Fig. 1: run 1, met3 routing
Drawn at 3 px/um.
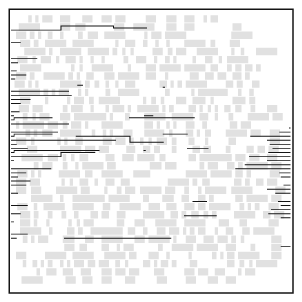
Fig. 2: run 1, routed clock nets over the placement
Drawn at 4 px/um.
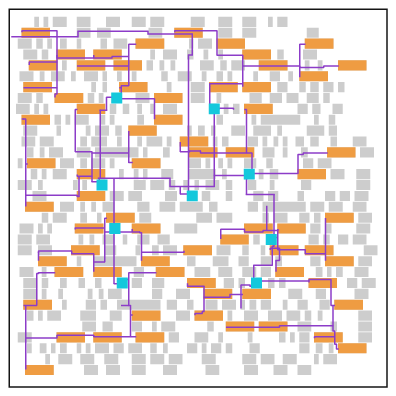
Fig. 3: run 1, sequential cells grouped by signal name
Drawn at 3 px/um. Other sequential cells in the stronger gray, the rest of the logic in the fainter gray.
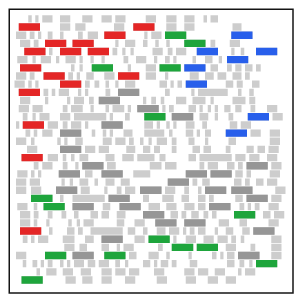
--- src/rtl/mem_access_stage_pkg.sv ---
// Shared definitions for the WISC memory-access stage: FSM encodings and widths.
// Latency: n/a (types and constants only).
// Backpressure: n/a.
package mem_access_stage_pkg;

    // Default data/address width of the 16-bit datapath.
    localparam int DATA_W_DEF = 16;

    // Register-file index width (16 architectural registers).
    localparam int REG_IDX_W = 4;

    // Memory-stage FSM states.
    typedef enum logic [0:0] {
        ST_IDLE   = 1'b0,
        ST_ACCESS = 1'b1
    } lsu_state_t;

endpackage

--- src/rtl/mem_access_stage_lsu_timeout_counter.sv ---
// Watchdog counter for an outstanding data-memory access.
// Latency: expire is combinational in the TIMEOUT_CYCLES-th enabled cycle after clear.
// Backpressure: none; the counter saturates instead of wrapping.
//
// Ports:
//   clk     rising-edge clock
//   rst     synchronous active-high reset
//   clr     restart the count (takes priority over en)
//   en      count this cycle (stage is waiting for mem_ack)
//   expire  this enabled cycle is the last one allowed without an ack
module lsu_timeout_counter #(
    parameter int TIMEOUT_CYCLES = 255
) (
    input  logic clk,
    input  logic rst,
    input  logic clr,
    input  logic en,
    output logic expire
);

    localparam int CNT_W = $clog2(TIMEOUT_CYCLES + 1);
    localparam logic [CNT_W-1:0] CNT_MAX  = CNT_W'(TIMEOUT_CYCLES);
    localparam logic [CNT_W-1:0] CNT_LAST = CNT_W'(TIMEOUT_CYCLES - 1);

    logic [CNT_W-1:0] cnt;

    always_ff @(posedge clk) begin
        if (rst || clr) begin
            cnt <= '0;
        end else if (en && (cnt != CNT_MAX)) begin
            cnt <= cnt + CNT_W'(1);
        end
    end

    // The count reaches TIMEOUT_CYCLES at the end of this cycle, so the
    // request has been visible for exactly TIMEOUT_CYCLES cycles.
    assign expire = en && (cnt == CNT_LAST);

endmodule

--- src/rtl/mem_access_stage.sv ---
// Memory stage of the WISC datapath: runs LW/SW over a req/ack port and retires one result per instruction.
// Latency: non-memory ops 1 cycle; LW/SW accept -> >=1 mem_req cycle -> wb_valid the cycle after mem_ack.
// Backpressure: ex_ready is low while an access is in flight and permanently after HLT retires.
//
// Optional feature macro: LSU_ALIGN_CHECK_EN
//   defined   : LW/SW with address bit 0 set issues no access and retires with err.
//   undefined : address bit 0 is forced to zero; alignment never raises err.
//
// Ports:
//   clk, rst                          clock, synchronous active-high reset
//   ex_valid/ex_ready                 instruction handshake from execute
//   ex_alu_res, ex_wdata              address/ALU value and store data
//   ex_mem_rd, ex_mem_wr, ex_reg_we   LW, SW, register-write flags
//   ex_rd, ex_halt                    destination register, HLT flag
//   mem_req/mem_ack                   data-memory request held until ack or abort
//   mem_we, mem_addr, mem_wdata       request attributes, stable while mem_req
//   mem_rdata                         load data, valid with mem_ack
//   wb_valid, wb_we, wb_rd, wb_data   one-cycle retire pulse to writeback
//   err                               one-cycle pulse: timeout, rd+wr conflict, misalignment
//   halted                            sticky after HLT retires
module mem_access_stage
    import mem_access_stage_pkg::*;
#(
    parameter int DATA_W         = DATA_W_DEF,
    parameter int TIMEOUT_CYCLES = 255
) (
    input  logic                 clk,
    input  logic                 rst,
    input  logic                 ex_valid,
    output logic                 ex_ready,
    input  logic [DATA_W-1:0]    ex_alu_res,
    input  logic [DATA_W-1:0]    ex_wdata,
    input  logic                 ex_mem_rd,
    input  logic                 ex_mem_wr,
    input  logic                 ex_reg_we,
    input  logic [REG_IDX_W-1:0] ex_rd,
    input  logic                 ex_halt,
    output logic                 mem_req,
    output logic                 mem_we,
    output logic [DATA_W-1:0]    mem_addr,
    output logic [DATA_W-1:0]    mem_wdata,
    input  logic                 mem_ack,
    input  logic [DATA_W-1:0]    mem_rdata,
    output logic                 wb_valid,
    output logic                 wb_we,
    output logic [REG_IDX_W-1:0] wb_rd,
    output logic [DATA_W-1:0]    wb_data,
    output logic                 err,
    output logic                 halted
);

    lsu_state_t state, state_d;

    logic [REG_IDX_W-1:0] rd_q, rd_d;
    logic                 mem_req_d, mem_we_d;
    logic [DATA_W-1:0]    mem_addr_d, mem_wdata_d;
    logic                 wb_valid_d, wb_we_d, err_d, halted_d;
    logic [REG_IDX_W-1:0] wb_rd_d;
    logic [DATA_W-1:0]    wb_data_d;

    logic                 accept;
    logic                 is_mem_op;
    logic                 misaligned;
    logic [DATA_W-1:0]    req_addr;
    logic                 cnt_clr;
    logic                 cnt_en;
    logic                 timeout;

    assign ex_ready  = (state == ST_IDLE) && !halted;
    assign accept    = ex_valid && ex_ready;
    assign is_mem_op = ex_mem_rd || ex_mem_wr;

`ifdef LSU_ALIGN_CHECK_EN
    assign misaligned = ex_alu_res[0];
    assign req_addr   = ex_alu_res;
`else
    assign misaligned = 1'b0;
    assign req_addr   = {ex_alu_res[DATA_W-1:1], 1'b0};
`endif

    assign cnt_en = (state == ST_ACCESS);

    lsu_timeout_counter #(
        .TIMEOUT_CYCLES (TIMEOUT_CYCLES)
    ) u_timeout (
        .clk    (clk),
        .rst    (rst),
        .clr    (cnt_clr),
        .en     (cnt_en),
        .expire (timeout)
    );

    // Next-state and next-output logic. wb_valid and err are pulses; the other
    // writeback fields hold their last value and are qualified by wb_valid.
    always_comb begin
        state_d     = state;
        rd_d        = rd_q;
        mem_we_d    = mem_we;
        mem_addr_d  = mem_addr;
        mem_wdata_d = mem_wdata;
        wb_valid_d  = 1'b0;
        err_d       = 1'b0;
        wb_we_d     = wb_we;
        wb_rd_d     = wb_rd;
        wb_data_d   = wb_data;
        halted_d    = halted;
        cnt_clr     = 1'b0;

        unique case (state)
            ST_IDLE: begin
                if (accept) begin
                    if (ex_mem_rd && ex_mem_wr) begin
                        // Ambiguous memory op: drop it and flag it.
                        wb_valid_d = 1'b1;
                        wb_we_d    = 1'b0;
                        wb_rd_d    = ex_rd;
                        wb_data_d  = '0;
                        err_d      = 1'b1;
                    end else if (ex_halt) begin
                        wb_valid_d = 1'b1;
                        wb_we_d    = 1'b0;
                        wb_rd_d    = ex_rd;
                        wb_data_d  = '0;
                        halted_d   = 1'b1;
                    end else if (is_mem_op && misaligned) begin
                        wb_valid_d = 1'b1;
                        wb_we_d    = 1'b0;
                        wb_rd_d    = ex_rd;
                        wb_data_d  = '0;
                        err_d      = 1'b1;
                    end else if (is_mem_op) begin
                        state_d     = ST_ACCESS;
                        rd_d        = ex_rd;
                        mem_we_d    = ex_mem_wr;
                        mem_addr_d  = req_addr;
                        mem_wdata_d = ex_wdata;
                        cnt_clr     = 1'b1;
                    end else begin
                        wb_valid_d = 1'b1;
                        wb_we_d    = ex_reg_we;
                        wb_rd_d    = ex_rd;
                        wb_data_d  = ex_alu_res;
                    end
                end
            end

            ST_ACCESS: begin
                // An ack arriving in the expiry cycle still completes normally.
                if (mem_ack) begin
                    state_d    = ST_IDLE;
                    wb_valid_d = 1'b1;
                    wb_we_d    = !mem_we;
                    wb_rd_d    = rd_q;
                    wb_data_d  = mem_we ? '0 : mem_rdata;
                end else if (timeout) begin
                    state_d    = ST_IDLE;
                    wb_valid_d = 1'b1;
                    wb_we_d    = 1'b0;
                    wb_rd_d    = rd_q;
                    wb_data_d  = '0;
                    err_d      = 1'b1;
                end
            end

            default: state_d = ST_IDLE;
        endcase

        mem_req_d = (state_d == ST_ACCESS);
    end

    always_ff @(posedge clk) begin
        if (rst) begin
            state     <= ST_IDLE;
            rd_q      <= '0;
            mem_req   <= 1'b0;
            mem_we    <= 1'b0;
            mem_addr  <= '0;
            mem_wdata <= '0;
            wb_valid  <= 1'b0;
            wb_we     <= 1'b0;
            wb_rd     <= '0;
            wb_data   <= '0;
            err       <= 1'b0;
            halted    <= 1'b0;
        end else begin
            state     <= state_d;
            rd_q      <= rd_d;
            mem_req   <= mem_req_d;
            mem_we    <= mem_we_d;
            mem_addr  <= mem_addr_d;
            mem_wdata <= mem_wdata_d;
            wb_valid  <= wb_valid_d;
            wb_we     <= wb_we_d;
            wb_rd     <= wb_rd_d;
            wb_data   <= wb_data_d;
            err       <= err_d;
            halted    <= halted_d;
        end
    end

endmodule
--- config.mk ---
export PLATFORM = sky130hd
export DESIGN_NAME = mem_access_stage
export DESIGN_NICKNAME = d
export VERILOG_FILES = /design/src/rtl/mem_access_stage_pkg.sv /design/src/rtl/mem_access_stage_lsu_timeout_counter.sv /design/src/rtl/mem_access_stage.sv
export SDC_FILE = /design/constraint.sdc
export NUM_CORES = 1
export LEC_CHECK = 0
export ABC_CLOCK_PERIOD_IN_PS = 2700
export CELL_PAD_IN_SITES_DETAIL_PLACEMENT = 1
export CELL_PAD_IN_SITES_GLOBAL_PLACEMENT = 1
export CORE_UTILIZATION = 34
export CTS_BUF_LIST = sky130_fd_sc_hd__clkbuf_4
export CTS_CLUSTER_DIAMETER = 80
export CTS_CLUSTER_SIZE = 20
export DETAILED_ROUTE_END_ITERATION = 8
export GPL_TIMING_DRIVEN = 0
export PLACE_DENSITY_LB_ADDON = 0.1
export SLEW_MARGIN = 20
export SYNTH_ARGS = -nofsm -noshare
export SYNTH_HDL_FRONTEND = slang
export SYNTH_SLANG_ARGS = --single-unit
--- constraint.sdc ---
create_clock -name clk -period 2.7 [get_ports clk]
set_clock_uncertainty 0.2 [all_clocks]
set_input_delay 0.675 -clock clk [delete_from_list [all_inputs] [get_ports clk]]
set_output_delay 0.675 -clock clk [all_outputs]
set_load 0.005 [all_outputs]
==> results_dict.tcl, run 1 <==
# place-and-route summary
set metrics [dict create \
    outcome "finished clean" \
    p_per_area_nw_per_um2 562 \
    antenna_found_initial 0 \
    endpoint_kind "output port" \
    finalNonFillerCells 568 \
    avgSynthCellArea_um2 8.74 \
    placed_cells 552 \
    firstDrtPassIters 4 \
    post-route-min-period_ns 2.54 \
    place.gp.congestion 0.767 \
    critical_path_arrival_ns 1.66 \
    wl_met1_um 4060 \
    min_from "mem_wdata[1]$_SDFFE_PP0P_" \
    nets 520 \
    post_cts_resized 0 \
    cp_max_fo 10 \
    hold_path_class "flop to flop" \
    cts_sinks 69 \
    tool_warnings 27 \
    ys.flops 69 \
    grt_use_total_pct 21.8 \
    required_ns 1.82 \
    postCtsSetupBuffers 0 \
    r2r_start "cnt_en$_SDFF_PP0_" \
    edf_count 0 \
    chipArea_um2 8850 \
    dpl.hpwl_um 6910 \
    yosys-stat-area_um2 2880 \
    reg2reg_slack_ns 0.68 \
    synthMuxAreaShare_pct 0.347 \
    worstHoldEndpoint "mem_wdata[1]$_SDFFE_PP0P_" \
    grt_pass1_wl_um 14700 \
    ff_type "dfxtp_1" \
    htreeDepth 3 \
    syn2layout_area_growth_pct 52.3 \
    port_buffers 117 \
    tightest_slew_ns 0.609 \
    worstSkewPairLatency_ns 0.40 \
    drt_iter0_markers 88 \
    row_count 33 \
]
## Picture notes: Fig. 1
nets with wire on the layer: 61
share of all routed wire: 6.5%
main direction: horizontal

## Picture notes: Fig. 2
[flip-flops] orange | count: 69
[clock drivers] cyan | count: 9
[clock wires] purple | length: 916 um
flops lie: all over the die

## Picture notes: Fig. 3
[mem_addr] green | sequential cells: 15 | where: all over the die
[u_timeout.cnt] blue | sequential cells: 8 | where: upper right
[mem_wdata] red | sequential cells: 16 | where: upper left

[run 1: synthesized netlist by cell type, drive strengths merged, types with 2 or more instances]
master and count:
and4 2, nand3 3, xor2 2, clkbuf 8
nand2 82, a22oi 16, inv 5, o31ai 20
buf 14, nor2 10, a41oi 2, xnor2 2
o2111ai 4, a32oi 4, a21oi 59, ha 2
dfxtp 69, and3 2, a211oi 3, o21ai 5
nand4 4
[run 1: routing by layer]
layer / GRT usage [%] / vias to the layer above
li1: - / 1444
met1: 26.6 / 1405
met2: 36.9 / 75
met3: 5.58 / 7
met4: 7.31 / 0
met5: 0 / -
[run 1: kinds of logic (layout without fill, tap and decap cells)]
group,after synthesis,after routing
and+or+nand+nor,109,109
DFF,69,69
muxes,1,1
buffers and inverters,27,160
xor gates and xnor gates,4,4
adders and majority gates,2,2
AOI/OAI and AO/OA,117,117
other,1,1
[run 1: worst max-delay path: stages (launching register included)]
cell,delay [ns]
dfxtp_1,0.52
buf_4,0.24
nor2_1,0.05
clkdlybuf4s50_1,0.45
[run 1: report_power, final]
group	internal (mW)	total, mW	switching (mW)	leakage [nW]
clock	0.559	0.940	0.380	0.108
sequential	1.07	1.11	0.0346	0.563
combinational	0.237	0.419	0.181	0.884
[run 1: cell type report]
type / instances / area [um^2] / area share [%]
inverter: 5 / 18.8 / 0.427
buffer: 22 / 143 / 3.25
tap: 105 / 131 / 2.99
sequential: 69 / 1380 / 31.5
clock inverter: 7 / 138 / 3.13
multi-input combinational: 234 / 1340 / 30.5
timing repair buffer: 117 / 1170 / 26.7
clock buffer: 9 / 67.6 / 1.54
[run 1: sequential cells by signal (all words and copies together), names as in the netlist]
register,count
mem_we,1
u_timeout.cnt,8
wb_we,1
wb_data,16
rd_q,4
halted,1
err,1
mem_addr,15
wb_valid,1
cnt_en,1
mem_wdata,16
wb_rd,4
[run 1: metrics by stage]
stage	hold WS (ns)	power, mW	setup WS [ns]	instance area (um^2)
2_1_floorplan	0.237	1.30	0.823	2880
3_3_place_gp	0.241	1.54	-0.00504	4190
3_5_place_dp	0.249	1.55	-0.0795	4190
4_1_cts	0.263	2.50	0.144	4390
5_1_grt	0.280	2.57	0.0841	4390
6_report	0.260	2.47	0.162	4390
[run 1: how the worst max path moves through the flow]
stage / end / slack [ns] / cells after the start
finish: ex_ready / 0.16 / 3
global route: ex_ready / 0.08 / 3
CTS: ex_ready / 0.14 / 3
detailed placement: mem_addr[4]$_SDFFE_PP0P_ / -0.08 / 6
global placement: mem_addr[3]$_SDFFE_PP0P_ / -0.005 / 6
floorplan: wb_data[9]$_SDFFE_PP0P_ / 0.82 / 5
Fig. 4: run 1, wiring by layer
Drawn at 3 px/um.
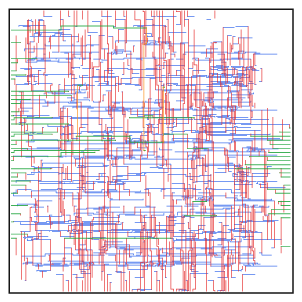

==> run 2, diff against run 1 <==
--- a/config.mk
+++ b/config.mk
@@ -5,6 +5,7 @@
 export SDC_FILE = /design/constraint.sdc
 export NUM_CORES = 1
 export LEC_CHECK = 0
+export ABC_AREA = 1
 export ABC_CLOCK_PERIOD_IN_PS = 2700
 export CELL_PAD_IN_SITES_DETAIL_PLACEMENT = 1
 export CELL_PAD_IN_SITES_GLOBAL_PLACEMENT = 1
Fig. 5: run 2, wiring by layer
Drawn at 3 px/um.
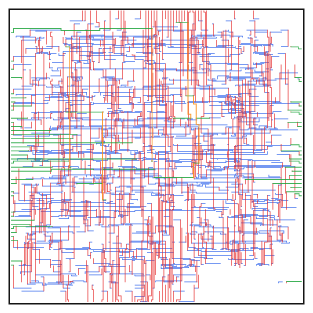
[metal 4] orange | wire length: 176 um
[metal 1] blue | wire length: 4340 um
[metal 3] green | wire length: 517 um
[metal 2] red | wire length: 4720 um

==> results_dict.tcl, run 2 <==
# place-and-route summary
set metrics [dict create \
    hold_path_class "flop to flop" \
    design_area_um2 4530 \
    swShare_pct 27.3 \
    post-route-min-period_ns 2.35 \
    post-place-ws_ns 0.140 \
    row_count 34 \
    p_per_area_nw_per_um2 495 \
    endpoint_kind "output port" \
    cp_max_fo 3 \
    crit_chain "clkdlybuf4s50_1" \
    layout_setup_ws_ns 0.353 \
    top_regs "mem_wdata: 16 flops, wb_data: 16 flops, mem_addr: 15 flops" \
    syn2layout_area_growth_pct 45.8 \
    critical_path_arrival_ns 1.47 \
    chipArea_um2 9530 \
    crit_buf_inv 1 \
    reg2reg_slack_ns 1.03 \
    postCtsSetupBuffers 0 \
    power_frac_seq_pct 50.1 \
    edf_count 0 \
    yosys-stat-area_um2 3110 \
    dpl.hpwl_um 7540 \
    drc 13 \
    grt_pass1_wl_um 16400 \
    tightest_slew_ns 0.533 \
    top_cells_by_count "nor2_1, nand2_1, dfxtp_1" \
    drt_iter0_markers 72 \
    placed_cells 661 \
    placed_area_um2 4420 \
    outcome "finished with violations" \
    ys.flops 69 \
    violations "design-rule violations" \
    firstDrtPassIters 6 \
    p_sw_mw 0.612 \
    slowest_stage "clkdlybuf4s50_1" \
    hold_slack_ns 0.292 \
    intPower_mw 1.63 \
    crit_cells 1 \
]
## run 2: cell count changes in the layout (fill, tap and decap cells not counted), moves of 11 or more
cell,previous run,this run
nand3_1,2,13
a22oi_1,16,0
inv_1,3,30
o31ai_1,20,0
a21oi_1,56,12
o21ai_0,2,40
nor2_1,9,113
## run 2: power groups by stage
stage / combinational, mW / sequential (mW) / clock [mW]
floorplan: 0.204 / 1.15 / 0
global placement: 0.488 / 1.14 / 0
detailed placement: 0.499 / 1.15 / 0
CTS: 0.502 / 1.13 / 0.652
global route: 0.548 / 1.13 / 0.705
finish: 0.494 / 1.12 / 0.625
## run 2: worst min-delay path by stage
stage                                  startpoint                             to  cells after the start
finish                    wb_data[2]$_SDFFE_PP0P_        wb_data[2]$_SDFFE_PP0P_                      2
global route              wb_data[2]$_SDFFE_PP0P_        wb_data[2]$_SDFFE_PP0P_                      2
CTS                       wb_data[2]$_SDFFE_PP0P_        wb_data[2]$_SDFFE_PP0P_                      2
detailed placement        wb_data[2]$_SDFFE_PP0P_        wb_data[2]$_SDFFE_PP0P_                      2
global placement            wb_rd[3]$_SDFFE_PP0P_          wb_rd[3]$_SDFFE_PP0P_                      2
floorplan           u_timeout.cnt[0]$_SDFFE_PP0P_  u_timeout.cnt[0]$_SDFFE_PP0P_                      2
## run 2: cell families (layout without fill, tap and decap cells)
family	after synthesis	in the layout	share of synthesized area, %
flip-flops	69	69	44.4
buffers and inverters	55	186	8.53
adder cells (fa/ha/maj)	2	2	0.805
XOR/XNOR	4	4	1.13
AND-OR/OR-AND	56	56	9.30
other	1	1	0.121
multiplexers	4	4	1.29
AND/OR/NAND/NOR	245	245	34.4
## run 2: cell type report
class | instances | area [um^2]
Fill cell | 1125 | 4270
Multi-Input combinational cell | 312 | 1460
Sequential cell | 69 | 1380
Timing Repair Buffer | 117 | 1170
Buffer | 22 | 141
Tap cell | 108 | 135
Inverter | 33 | 124
Clock buffer | 10 | 75.1
Clock inverter | 4 | 41.3
## run 2: routing by layer
metal,vias up,wire [um],track usage (%),share of wire [%]
met4,0,175,7.34,1.8
met3,15,516,6.12,5.3
met5,-,0,0,0
li1,1620,-,-,-
met1,1508,4340,25.2,45
met2,73,4720,38.3,48
## run 2: worst register-to-register path, stage by stage, from the launching register on
cell and delay, ns:
dfxtp_1 0.41, buf_6 0.20, nand2_1 0.08, nor2_2 0.09, nand2_2 0.10, nand2_1 0.15
nand3_4 0.14, nor2_1 0.13, nor2_1 0.06
No activity file was given, so power comes from the tool's default toggle rates.
